==> config.mk <==
export PLATFORM = sky130hd
export DESIGN_NAME = md5_result_arbiter
export DESIGN_NICKNAME = d
export VERILOG_FILES = /design/src/rtl/md5_result_arbiter.sv
export SDC_FILE = /design/constraint.sdc
export NUM_CORES = 1
export LEC_CHECK = 0
export ABC_AREA = 1
export CORE_AREA = 4 4 87 89
export DETAILED_ROUTE_END_ITERATION = 8
export DIE_AREA = 0 0 91 93
export PLACE_DENSITY_LB_ADDON = 0.2
export SLEW_MARGIN = 20
export SYNTH_ARGS = -nofsm -noshare
export SYNTH_HDL_FRONTEND = slang
export SYNTH_SLANG_ARGS = --single-unit
==> constraint.sdc <==
create_clock -name CLK -period 2.56 [get_ports CLK]
set_input_delay 0.512 -clock CLK [delete_from_list [all_inputs] [get_ports CLK]]
set_output_delay 0.512 -clock CLK [all_outputs]
set_load 0.02 [all_outputs]
==> src/rtl/md5_result_arbiter.sv <==
// Round-robin collector of cracker-core results: drives the one-hot selector,
// captures its registered output and streams each word out with a per-core ack.
module md5_result_arbiter #(
    parameter int SETTLE = 1
) (
    input  logic        CLK,
    input  logic        RESET_N,
    input  logic [5:0]  found,
    output logic        select0,
    output logic        select1,
    output logic        select2,
    output logic        select3,
    output logic        select4,
    output logic        select5,
    input  logic [31:0] data_in,
    output logic [31:0] word_out,
    output logic [2:0]  src_id,
    output logic        word_valid,
    input  logic        word_ready,
    output logic [5:0]  ack,
    output logic        sel_err
);
    localparam int          CW       = (SETTLE < 1) ? 1 : $clog2(SETTLE + 1);
    localparam logic [31:0] ERR_WORD = 32'hFEFEFEFE;

    typedef enum logic [1:0] {IDLE, WAIT, PRESENT} state_t;

    state_t        state_reg, state_next;
    logic [5:0]    found_d_reg;
    logic [5:0]    pending_reg, pending_next;
    logic [2:0]    ptr_reg, ptr_next;
    logic [CW-1:0] cnt_reg, cnt_next;
    logic [31:0]   word_next;
    logic [2:0]    src_next;
    logic          valid_next;
    logic [5:0]    ack_next;
    logic          err_next;
    logic [5:0]    rise;
    logic [5:0]    clr_vec;
    logic [5:0]    sel_vec;
    logic          grant_ok;
    logic [2:0]    grant_idx;
    logic [3:0]    scan_sum;

    // A rise in the same cycle as the clear wins, so a re-raised request is kept.
    genvar gi;
    generate
        for (gi = 0; gi < 6; gi++) begin : g_core
            assign rise[gi]         = found[gi] & ~found_d_reg[gi];
            assign pending_next[gi] = rise[gi] | (pending_reg[gi] & ~clr_vec[gi]);
        end
    endgenerate

    // First pending core at or after ptr, wrapping 5 -> 0.
    always_comb begin
        grant_ok  = 1'b0;
        grant_idx = 3'd0;
        scan_sum  = 4'd0;
        for (int k = 0; k < 6; k++) begin
            scan_sum = {1'b0, ptr_reg} + 4'(k);
            if (scan_sum >= 4'd6) begin
                scan_sum = scan_sum - 4'd6;
            end
            if (!grant_ok && pending_reg[scan_sum[2:0]]) begin
                grant_ok  = 1'b1;
                grant_idx = scan_sum[2:0];
            end
        end
    end

    always_ff @(posedge CLK or negedge RESET_N) begin
        if (!RESET_N) begin
            state_reg <= IDLE;
        end else begin
            state_reg <= state_next;
        end
    end

    always_comb begin
        state_next = state_reg;
        case (state_reg)
            IDLE:    if (grant_ok)        state_next = WAIT;
            WAIT:    if (cnt_reg == '0)   state_next = PRESENT;
            PRESENT: if (word_ready)      state_next = IDLE;
            default:                      state_next = IDLE;
        endcase
    end

    always_comb begin
        cnt_next   = cnt_reg;
        word_next  = word_out;
        src_next   = src_id;
        valid_next = word_valid;
        ack_next   = 6'd0;
        err_next   = sel_err;
        ptr_next   = ptr_reg;
        clr_vec    = 6'd0;
        sel_vec    = 6'd0;
        case (state_reg)
            IDLE: begin
                if (grant_ok) begin
                    src_next = grant_idx;
                    cnt_next = CW'(SETTLE);
                end
            end
            WAIT: begin
                sel_vec[src_id] = 1'b1;
                if (cnt_reg == '0) begin
                    word_next  = data_in;
                    valid_next = 1'b1;
                    if (data_in == ERR_WORD) begin
                        err_next = 1'b1;
                    end
                end else begin
                    cnt_next = cnt_reg - CW'(1);
                end
            end
            PRESENT: begin
                if (word_ready) begin
                    valid_next       = 1'b0;
                    ack_next[src_id] = 1'b1;
                    clr_vec[src_id]  = 1'b1;
                    ptr_next         = (src_id == 3'd5) ? 3'd0 : src_id + 3'd1;
                end
            end
            default: ;
        endcase
    end

    always_ff @(posedge CLK or negedge RESET_N) begin
        if (!RESET_N) begin
            found_d_reg <= 6'd0;
            pending_reg <= 6'd0;
            ptr_reg     <= 3'd0;
            cnt_reg     <= '0;
            word_out    <= 32'd0;
            src_id      <= 3'd0;
            word_valid  <= 1'b0;
            ack         <= 6'd0;
            sel_err     <= 1'b0;
        end else begin
            found_d_reg <= found;
            pending_reg <= pending_next;
            ptr_reg     <= ptr_next;
            cnt_reg     <= cnt_next;
            word_out    <= word_next;
            src_id      <= src_next;
            word_valid  <= valid_next;
            ack         <= ack_next;
            sel_err     <= err_next;
        end
    end

    assign select0 = sel_vec[0];
    assign select1 = sel_vec[1];
    assign select2 = sel_vec[2];
    assign select3 = sel_vec[3];
    assign select4 = sel_vec[4];
    assign select5 = sel_vec[5];

endmodule
### Clock network drawn from the DEF, run 1

Scale bar: 20 um.
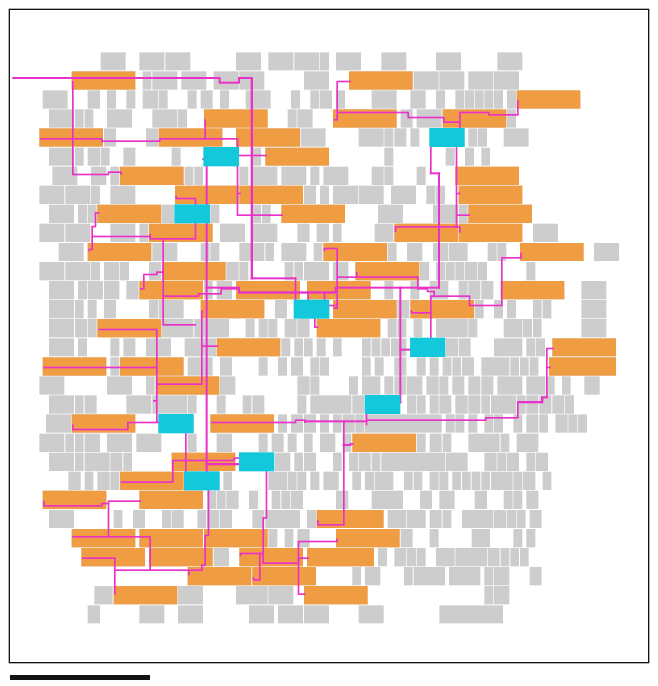
[magenta] clock wires | length: 812 um
[cyan] clock-net drivers | count: 9
[orange] flip-flops | count: 61
routed clock nets: 10

### Cell outlines without signal wires, run 1

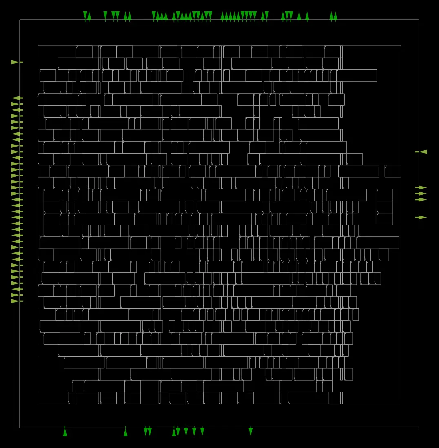
Layout fillers: 579
Final Instance Count excl. Fillers: 598
Seq/total area: 34.53%

### Cell classes on the final placement, run 1

Fill, decap, tap and diode cells in gray.
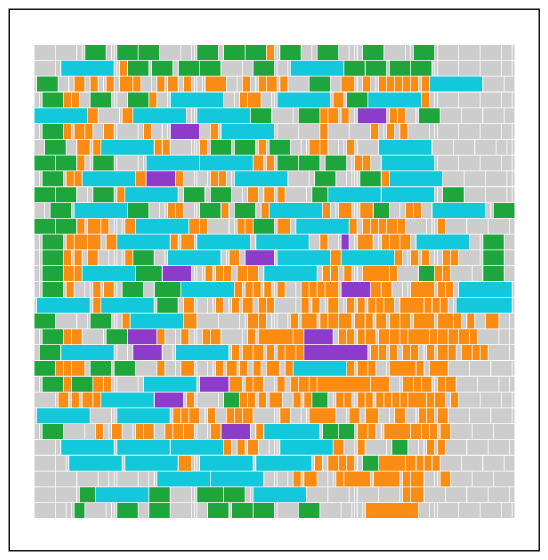
| color | class | cells |
|---|---|---|
| green | remaining buffers and delay cells | 99 |
| orange | remaining logic cells | 344 |
| cyan | sequential cells | 61 |
| purple | clock drivers and dummy loads | 14 |
Core ar.: 6756 um^2
Layout Utilization: 65.59%

==> flow_metrics.py, run 1 <==
# Physical implementation metrics
metrics = {
    "final_timing": {
        "fin_tns_setup_ps": 0,
        "final_max_slew_viol_count": 0,
        "fmax_ghz": 0.4093,
        "worstMarginPinSlew_ps": 760.4,
        "finalSetupViolations": 0,
        "max_slew_margin_pct": 49.31,
    },
    "global_routing": {
        "grtUsageMet2_pct": 33.84,
        "grtUsageMet1_pct": 26.52,
        "antenna_found_initial": 0,
        "grt_use_met3_pct": 5.551,
    },
    "yosys": {
        "avgSynthCellArea_um2": 7.686,
        "ys_top_cells_by_area": "dfrtp_1, nand2_1, inv_1",
        "top_area_cell": "dfrtp_1",
        "top_area_share_pct": 47.97,
    },
    "outcome": {
        "status": "complete, no violations",
    },
    "layout": {
        "final_cell_mix": "nand2_1, clkdlybuf4s50_1, inv_1",
        "drive_above_1_share_pct": 9.459,
    },
    "worst_setup_path": {
        "reg2reg_depth": 19,
        "cp_max_fo": 6,
        "crit_path_frequent_cell": "inv_1",
        "r2r_slack_ps": 220,
        "worstSetupEndpoint": "select3",
        "slowest_delay_ps": 620,
        "r2r-end": "src_id[0]",
    },
    "flow_run": {
        "max-cap-violations": 0,
    },
    "power": {
        "powerDensity_nw_per_um2": 1417,
        "ir_drop_v": 0.0007194,
    },
    "routing": {
        "wl_met2_um": 4191,
        "wl_per_cell_um": 14.37,
        "avgViaCountPerCell": 5.127,
    },
    "clock_tree": {
        "postCtsSetupBuffers": 0,
        "ctsResizeCount": 0,
        "cts.sinks": 61,
        "clk_latency_ps": 330,
        "root_buffer": "clkbuf_8",
    },
    "worst_hold_path": {
        "min_path_type": "in -> async",
    },
    "floorplanning": {
        "io_pins": 90,
        "rows": 30,
    },
}
==> run 1: power breakdown <==
group          total [mW]  switching (mW)  internal (mW)
Clock               0.874           0.354          0.519
Combinational        3.83            2.37           1.47
Sequential           1.57           0.257           1.32
==> run 1: area by class of cell <==
| type | instances | area [um^2] |
|---|---|---|
| Clock buffer | 13 | 168.9 |
| Clock inverter | 1 | 30.03 |
| Fill cell | 579 | 2325 |
| Inverter | 67 | 251.5 |
| Multi-Input combinational cell | 277 | 1383 |
| Sequential cell | 61 | 1530 |
| Tap cell | 80 | 100.1 |
| Timing Repair Buffer | 99 | 968.4 |
==> run 1: critical path, delay by kind of cell, from the launching register on <==
kind                   cells  cell delay [ps]
buffers and inverters      3              850
flip-flops                 1              440
AND/OR/NAND/NOR            2              300
## Run 2: what changed since run 1
--- a/config.mk
+++ b/config.mk
@@ -6,6 +6,7 @@
 export NUM_CORES = 1
 export LEC_CHECK = 0
 export ABC_AREA = 1
+export CAP_MARGIN = 30
 export CORE_AREA = 4 4 87 89
 export DETAILED_ROUTE_END_ITERATION = 8
 export DIE_AREA = 0 0 91 93
### Cell outlines without signal wires, run 2

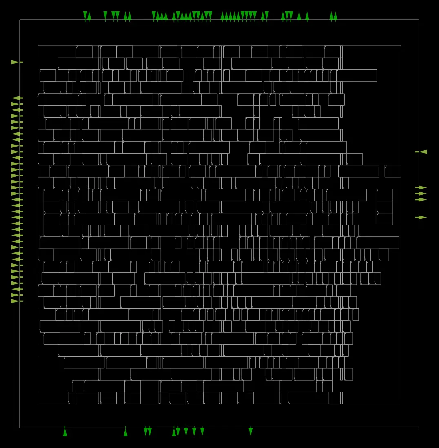
flop count: 61
Tap Cells: 80

### Clock network drawn from the DEF, run 2

Scale bar: 20 um.
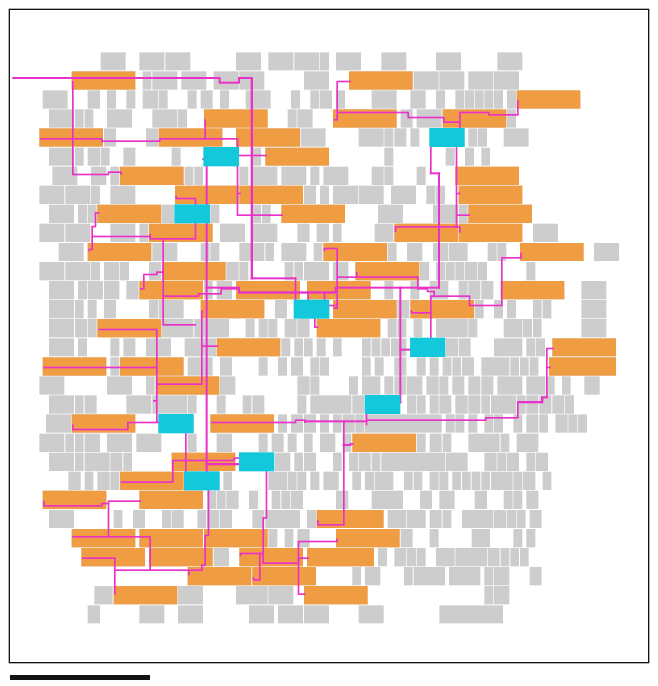
[cyan] clock-net drivers | count: 9
[magenta] clock wires | length: 812 um
[orange] flip-flops | count: 61
routed clock nets: 10

### Cell classes on the final placement, run 2

Fill, decap, tap and diode cells in gray.
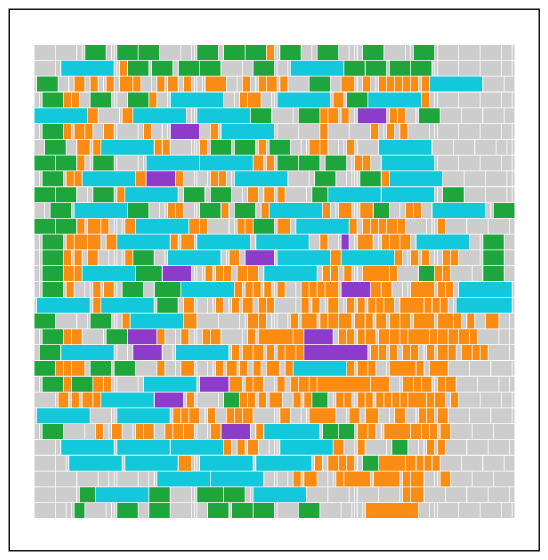
| color | class | cells |
|---|---|---|
| cyan | sequential cells | 61 |
| orange | remaining logic cells | 344 |
| purple | clock drivers and dummy loads | 14 |
| green | remaining buffers and delay cells | 99 |

==> flow_metrics.py, run 2 <==
# Physical implementation metrics
metrics = {
    "outcome": {
        "status": "complete, no violations",
    },
    "power": {
        "p_int_mw": 3.303,
        "ir_drop_v": 0.0007194,
        "power_frac_clock_pct": 13.9,
        "powerDensity_nw_per_um2": 1417,
        "pwr-share-comb_pct": 61.0,
    },
    "worst_setup_path": {
        "worst-path-stages": 5,
        "reg2reg_depth": 19,
        "critical_path_buf_inv_count": 3,
        "cp_max_fo": 6,
        "slowest_delay_ps": 620,
    },
    "yosys": {
        "avgSynthCellArea_um2": 7.686,
    },
    "worst_hold_path": {
        "min_path_type": "in -> async",
    },
    "final_timing": {
        "fmax_ghz": 0.4093,
        "finalSetupViolations": 0,
        "max_slew_margin_pct": 49.31,
        "worstMarginPinSlew_ps": 760.4,
        "final_max_slew_viol_count": 0,
    },
    "routing": {
        "wl_per_cell_um": 14.37,
        "avgViaCountPerCell": 5.127,
    },
    "floorplanning": {
        "core_um2": 6756,
        "rows": 30,
    },
    "flow_run": {
        "max-cap-violations": 0,
    },
    "global_routing": {
        "antenna_found_initial": 0,
    },
    "layout": {
        "fin_cells": 598,
        "signal_buffers": 99,
        "drive_above_1_share_pct": 9.459,
        "comb-cell-share_pct": 31.20,
        "nonClkBufAreaFrac_pct": 21.85,
        "final_cell_mix": "nand2_1, clkdlybuf4s50_1, inv_1",
        "seq_area_um2": 1530,
        "clockBufferCount": 13,
    },
    "clock_tree": {
        "root_buffer": "clkbuf_8",
        "postCtsSetupBuffers": 0,
        "ctsResizeCount": 0,
        "clk_latency_ps": 330,
    },
}
-- run 2: cell counts in the layout (fill, tap and decap cells not counted) --
No cell type changed its count.
-- run 2: layer usage --
layer  track usage [%]  vias up  wire length (um)
met5                 0        -                 0
met4             7.412        0               145
met3             5.551       16               659
met2             33.84      108              4191
met1             26.52     1424              3599
li1                  -     1518                 -
-- run 2: power groups by stage --
stage	sequential [mW]	combinational, mW	clock, mW
floorplan	1.87	2.10	0
global route	1.62	4.26	0.933
global placement	1.57	3.58	0
detailed placement	1.57	3.69	0
CTS	1.57	3.72	0.886
finish	1.57	3.83	0.874
-- run 2: logic make-up after synthesis --
family          after synthesis  synth area share, %
buf+inv                      76                9.437
simple gates                217                30.04
flops                        61                47.97
xor+xnor                      2               0.5506
fa+ha+maj                     8                3.146
compound gates               50                8.848
Power figures rest on the tool's default switching activity, not on a simulated workload.
